--- src/rtl/phase_controller.sv ---
// rtl/phase_controller.sv - one-hot phase sequencer, instruction decoder and strobe generator (optional SINGLE_STEP_EN)
module phase_controller #(
    parameter int                NPHASE      = 5,
    parameter logic [NPHASE-1:0] RESET_PHASE = 5'b00001
) (
    input  logic              clock,
    input  logic              reset,
`ifdef SINGLE_STEP_EN
    input  logic              step,
`endif
    input  logic [15:0]       instr,
    input  logic [3:0]        cond,
    output logic [NPHASE-1:0] phasecounter,
    output logic [2:0]        ALUSrc,
    output logic [3:0]        ALUOp,
    output logic [15:0]       ext_d,
    output logic [2:0]        ra_addr,
    output logic [2:0]        rb_addr,
    output logic              rf_we,
    output logic [2:0]        rf_waddr,
    output logic [1:0]        wb_sel,
    output logic              mem_we,
    output logic              pc_inc,
    output logic              pc_we,
    output logic              out_we,
    output logic [3:0]        flags,
    output logic              halted
);

    localparam logic [NPHASE-1:0] P1_ONEHOT = {{(NPHASE-1){1'b0}}, 1'b1};

    logic [NPHASE-1:0] phase_q;
    logic [NPHASE-1:0] phase_d;
    logic              halted_q;
    logic              halted_d;
    logic [15:0]       ir;
    logic [3:0]        flags_q;

    // Decode helpers shared by the sequencer and the output decoder
    logic [3:0]  op3;
    logic        is_arith;
    logic        is_hlt;
    logic        flag_op;
    logic [15:0] sext8;
    logic        run;

    assign op3      = ir[7:4];
    assign is_arith = (ir[15:14] == 2'b11);
    assign is_hlt   = is_arith && (op3 == 4'hF);
    assign flag_op  = is_arith && (op3 <= 4'hB);
    assign sext8    = {{8{ir[7]}}, ir[7:0]};
    assign run      = !reset && !halted_q;

    // State register: phase one-hot plus the sticky halt bit
    always_ff @(posedge clock) begin
        if (reset) begin
            phase_q  <= RESET_PHASE;
            halted_q <= 1'b0;
        end else begin
            phase_q  <= phase_d;
            halted_q <= halted_d;
        end
    end

    // Next-state logic: advance one phase per clock, HLT freezes at zero
    always_comb begin
        phase_d  = phase_q;
        halted_d = halted_q;
        if (halted_q) begin
            phase_d = '0;
        end else if (phase_q == '0) begin
`ifdef SINGLE_STEP_EN
            if (step) begin
                phase_d = P1_ONEHOT;
            end
`else
            phase_d = P1_ONEHOT;
`endif
        end else if (phase_q[2] && is_hlt) begin
            phase_d  = '0;
            halted_d = 1'b1;
        end else if (phase_q[NPHASE-1]) begin
`ifdef SINGLE_STEP_EN
            phase_d = '0;
`else
            phase_d = P1_ONEHOT;
`endif
        end else begin
            phase_d = phase_q << 1;
        end
    end

    // Instruction register captures the fetched word at the end of P1
    always_ff @(posedge clock) begin
        if (reset) begin
            ir <= 16'h0000;
        end else if (phase_q[0]) begin
            ir <= instr;
        end
    end

    // Condition flags latch at the end of P3 for flag-producing ALU ops only
    always_ff @(posedge clock) begin
        if (reset) begin
            flags_q <= 4'b0000;
        end else if (phase_q[2] && flag_op) begin
            flags_q <= cond;
        end
    end

    // Output decode: ALU control fields from ir, strobes qualified by phase
    always_comb begin
        logic wr_rf;
        logic wr_mem;
        logic wr_out;
        logic br_take;
        ALUSrc   = 3'b000;
        ALUOp    = 4'b0000;
        ext_d    = 16'h0000;
        ra_addr  = 3'b000;
        rb_addr  = 3'b000;
        rf_waddr = 3'b000;
        wb_sel   = 2'b00;
        wr_rf    = 1'b0;
        wr_mem   = 1'b0;
        wr_out   = 1'b0;
        br_take  = 1'b0;
        case (ir[15:14])
            2'b11: begin
                ra_addr  = ir[13:11];
                rb_addr  = ir[10:8];
                ALUOp    = op3;
                rf_waddr = ir[10:8];
                case (op3)
                    4'h0, 4'h1, 4'h2, 4'h3, 4'h4: wr_rf = 1'b1;
                    4'h5: wr_rf = 1'b0;
                    4'h6: begin
                        ALUSrc = 3'b011;
                        wr_rf  = 1'b1;
                    end
                    4'h8, 4'h9, 4'hA, 4'hB: begin
                        ALUSrc = 3'b001;
                        ext_d  = {12'b0, ir[3:0]};
                        wr_rf  = 1'b1;
                    end
                    4'hC: begin
                        wb_sel = 2'b10;
                        wr_rf  = 1'b1;
                    end
                    4'hD: wr_out = 1'b1;
                    default: ;
                endcase
            end
            2'b00: begin
                ra_addr  = ir[13:11];
                rb_addr  = ir[10:8];
                ALUSrc   = 3'b001;
                ext_d    = sext8;
                rf_waddr = ir[13:11];
                wb_sel   = 2'b01;
                wr_rf    = 1'b1;
            end
            2'b01: begin
                ra_addr = ir[13:11];
                rb_addr = ir[10:8];
                ALUSrc  = 3'b001;
                ext_d   = sext8;
                wr_mem  = 1'b1;
            end
            default: begin
                case (ir[13:11])
                    3'b000: begin
                        rb_addr  = ir[10:8];
                        ALUSrc   = 3'b010;
                        ext_d    = sext8;
                        rf_waddr = ir[10:8];
                        wr_rf    = 1'b1;
                    end
                    3'b100: begin
                        ALUSrc  = 3'b100;
                        ext_d   = sext8;
                        br_take = 1'b1;
                    end
                    3'b111: begin
                        ALUSrc = 3'b100;
                        ext_d  = sext8;
                        case (ir[10:8])
                            3'b000:  br_take = flags_q[2];
                            3'b001:  br_take = flags_q[3] ^ flags_q[0];
                            3'b010:  br_take = flags_q[2] | (flags_q[3] ^ flags_q[0]);
                            3'b011:  br_take = !flags_q[2];
                            default: br_take = 1'b0;
                        endcase
                    end
                    default: ;
                endcase
            end
        endcase
        rf_we  = run && phase_q[4] && wr_rf;
        mem_we = run && phase_q[3] && wr_mem;
        out_we = run && phase_q[4] && wr_out;
        pc_we  = run && phase_q[4] && br_take;
        pc_inc = run && phase_q[4] && !br_take;
    end

    assign phasecounter = phase_q;
    assign flags        = flags_q;
    assign halted       = halted_q;

endmodule

--- config.mk ---
export PLATFORM = sky130hd
export DESIGN_NAME = phase_controller
export DESIGN_NICKNAME = d
export VERILOG_FILES = /design/src/rtl/phase_controller.sv
export SDC_FILE = /design/constraint.sdc
export NUM_CORES = 1
export LEC_CHECK = 0
export CORE_MARGIN = 10
export CORE_UTILIZATION = 40
export DETAILED_ROUTE_END_ITERATION = 6
export PLACE_DENSITY = 0.79
export SKIP_CTS_REPAIR_TIMING = 1
export SYNTH_ARGS = -nofsm -noshare
export SYNTH_HDL_FRONTEND = slang
export SYNTH_SLANG_ARGS = --single-unit
--- constraint.sdc ---
create_clock -name clock -period 2.78 [get_ports clock]
set_clock_uncertainty 0.1 [all_clocks]
set_input_delay 0.556 -clock clock [delete_from_list [all_inputs] [get_ports clock]]
set_output_delay 0.556 -clock clock [all_outputs]
set_load 0.1 [all_outputs]
==> results_dict.tcl <==
# implementation run metrics
set metrics [dict create \
    status "finished, final reports clean" \
    muxShareOfSynthArea_pct 11.44 \
    grtUsageMet3_pct 3.974 \
    drcViolationCount 0 \
    min_path_cells 1 \
    aoi_share_pct 19.18 \
    routabilityCongestion 0.7813 \
    setup.worst_path.end "pc_we" \
    crit_type "in -> out" \
    grt.overflow.total 0 \
    hold_violations 0 \
    ys_warn_count 0 \
    slew_headroom_pct 55.19 \
    synth_top_area_share_pct 34.99 \
    netlist_area_mm2 0.001488 \
    synth-xor-area-share_pct 0.5887 \
    lay_top_cells "39 x buf_12, 23 x dfxtp_1, 21 x nor2_1, 21 x clkdlybuf4s50_1, 17 x mux2i_1" \
    p_total_uw 1379 \
    finalNonFillerCells 278 \
    reg2reg_from "ir[14]" \
    grt_util_met2_pct 25.24 \
    grt_usage_pct 14.88 \
    p_per_area_mw_per_mm2 514.0 \
    grt_max_degree 26 \
    path_clk_slew_ns 0.09 \
    grt_pass1_wl_um 7665 \
    via_per_inst 5.270 \
    avgSynthCellArea_um2 8.700 \
    reg2reg_depth 3 \
    worstSetupStartpointType "input port" \
    tns_ns 0 \
    dp.cells 273 \
    top_layer "met4" \
    setup_ws_ns 0.06456 \
    drt_iter0_drc 83 \
    drive_gt1_share_pct 35.65 \
    antenna_found_initial 0 \
    dr.pass1.iters 4 \
    logic_family "simple AND/OR/NAND/NOR gates" \
    power_leakage_uw 0.001106 \
    ir_worst_vdd_mv 0.4548 \
    finalInstanceArea_mm2 0.002683 \
    endpoint_kind "output pin" \
    n_antenna_cell 0 \
    wl_per_cell_um 17.90 \
    crit_arrival_ns 2.06 \
    met3RoutedLength_um 349 \
    synth-simple-area-share_pct 24.22 \
    ios 71 \
    rsz0062_at_grt "false" \
    log.warning_count 27 \
    ys_cells 171 \
    fp-utilization_pct 40.94 \
    finalCritPeriodShare_pct 97.68 \
    dp_slack_ns 0.02753 \
    slowest_delay_ns 0.43 \
    nNetsFinal 253 \
    async_flop_share_pct 0 \
    dpl_cell_area_mm2 0.002604 \
    fin_util_pct 73.83 \
    die_w_um 80.99 \
    area_leaders "dfxtp_1 35%, mux2i_1 11%, nor2_1 5.6%" \
    fmax_mhz 368.3 \
    grt_pass1_vias 1412 \
    cap_violations 0 \
    hpwl_um 3944 \
    hold_class "reg -> reg" \
    fp_nets 193 \
    wl_met1_um 2042 \
    wl_met2_um 2526 \
    yosys.cell_types.count 39 \
    port_buffers 70 \
    syn2layout_area_growth_pct 80.32 \
    ys_sh_adder_pct 0 \
    rrSetupSlack_ns 0.80 \
    fillers 271 \
    worst_slew_pin_slew_ns 0.6713 \
    num_rows 22 \
    grt_busiest_layer "met2" \
    cts_root_buffer "clkbuf_8" \
    most_common_cell "dfxtp_1" \
    postRouteAntennaNets 0 \
    vias 1465 \
    hp-start "phasecounter[4]" \
    worstHoldEndpoint "phasecounter[4]" \
    path_cells "clkdlybuf4s50_1, or3b_4, a211o_1, a21oi_4, buf_12" \
    synth_area_leader_cell "dfxtp_1" \
    synth_cells 171 \
]
-- cell type report --
cell class | instances | area [um^2] | share of cell area (%)
Clock buffer | 3 | 41.29 | 1.539
Clock inverter | 1 | 30.03 | 1.119
Inverter | 3 | 11.26 | 0.4198
Multi-Input combinational cell | 121 | 904.6 | 33.72
Sequential cell | 26 | 524.3 | 19.54
Tap cell | 48 | 60.06 | 2.239
Timing Repair Buffer | 76 | 1111 | 41.42
-- registers in the layout, indices dropped and copies added (netlist names) --
register      flops
flags             4
halted            1
ir               16
phasecounter      5
-- power breakdown --
group          switching [uW]  internal (uW)  leakage, uW
registers                44.0            395     0.000216
logic                     398            218     0.000855
clock network             131            193    0.0000357
total                     573            806      0.00111
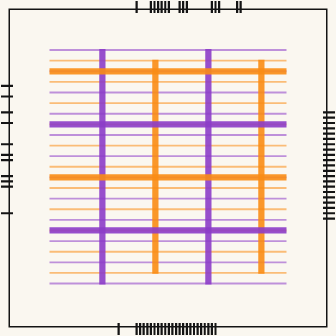
power_grid.png
Pins as bars on the die edge.
orange -> VDD
purple -> VSS
met4 straps = 4
met5 straps = 4
signal pins = 71
met1 rails = 23
rows = 22

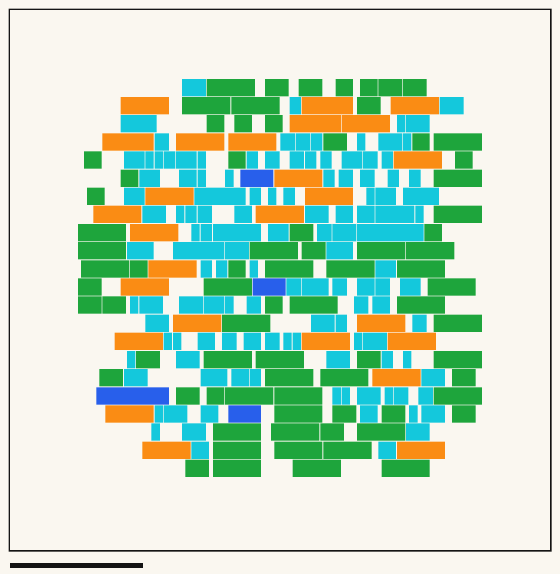
placement_by_type.png
Bar = 20 um.
orange -> sequential cells  # cells 26, share of their area 20%
cyan -> combinational and other logic  # cells 124, share of their area 35%
green -> remaining buffers and delay cells  # cells 76, share of their area 42%
blue -> clock drivers and dummy loads  # cells 4, share of their area 2.7%

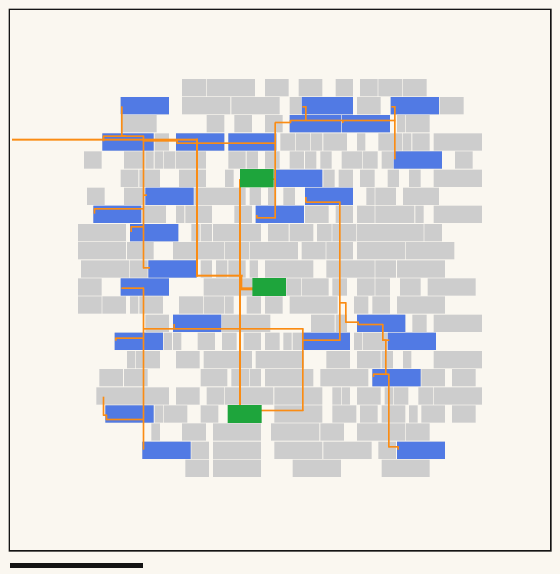
clk_routes.png
Bar = 20 um.
orange -> clock wires  # length 370 um
green -> clock drivers  # count 3
blue -> flip-flops  # count 26
routed clock nets = 4

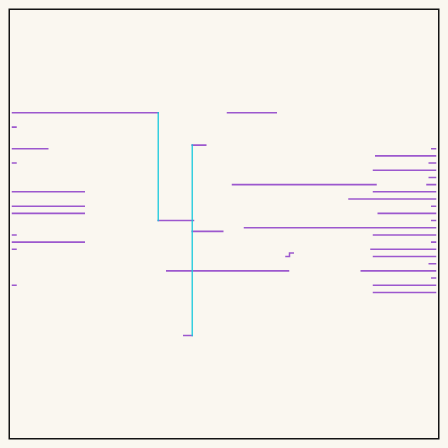
wires.png
Only two layers are drawn.
purple -> metal 3  # wire length 350 um
cyan -> metal 4  # wire length 56.4 um

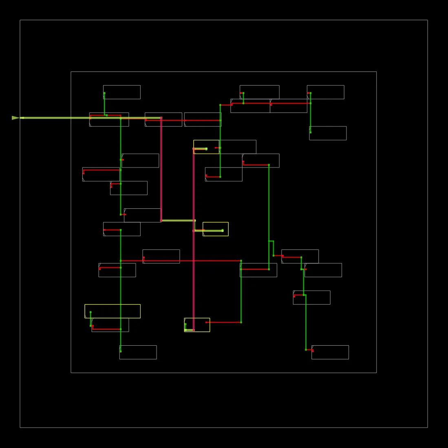
clocks.png
clkbuf count: 3
clk latency late pin: 0.28 ns
clk pwr: 324 uW

Power figures rest on the tool's default switching activity, not on a simulated workload.
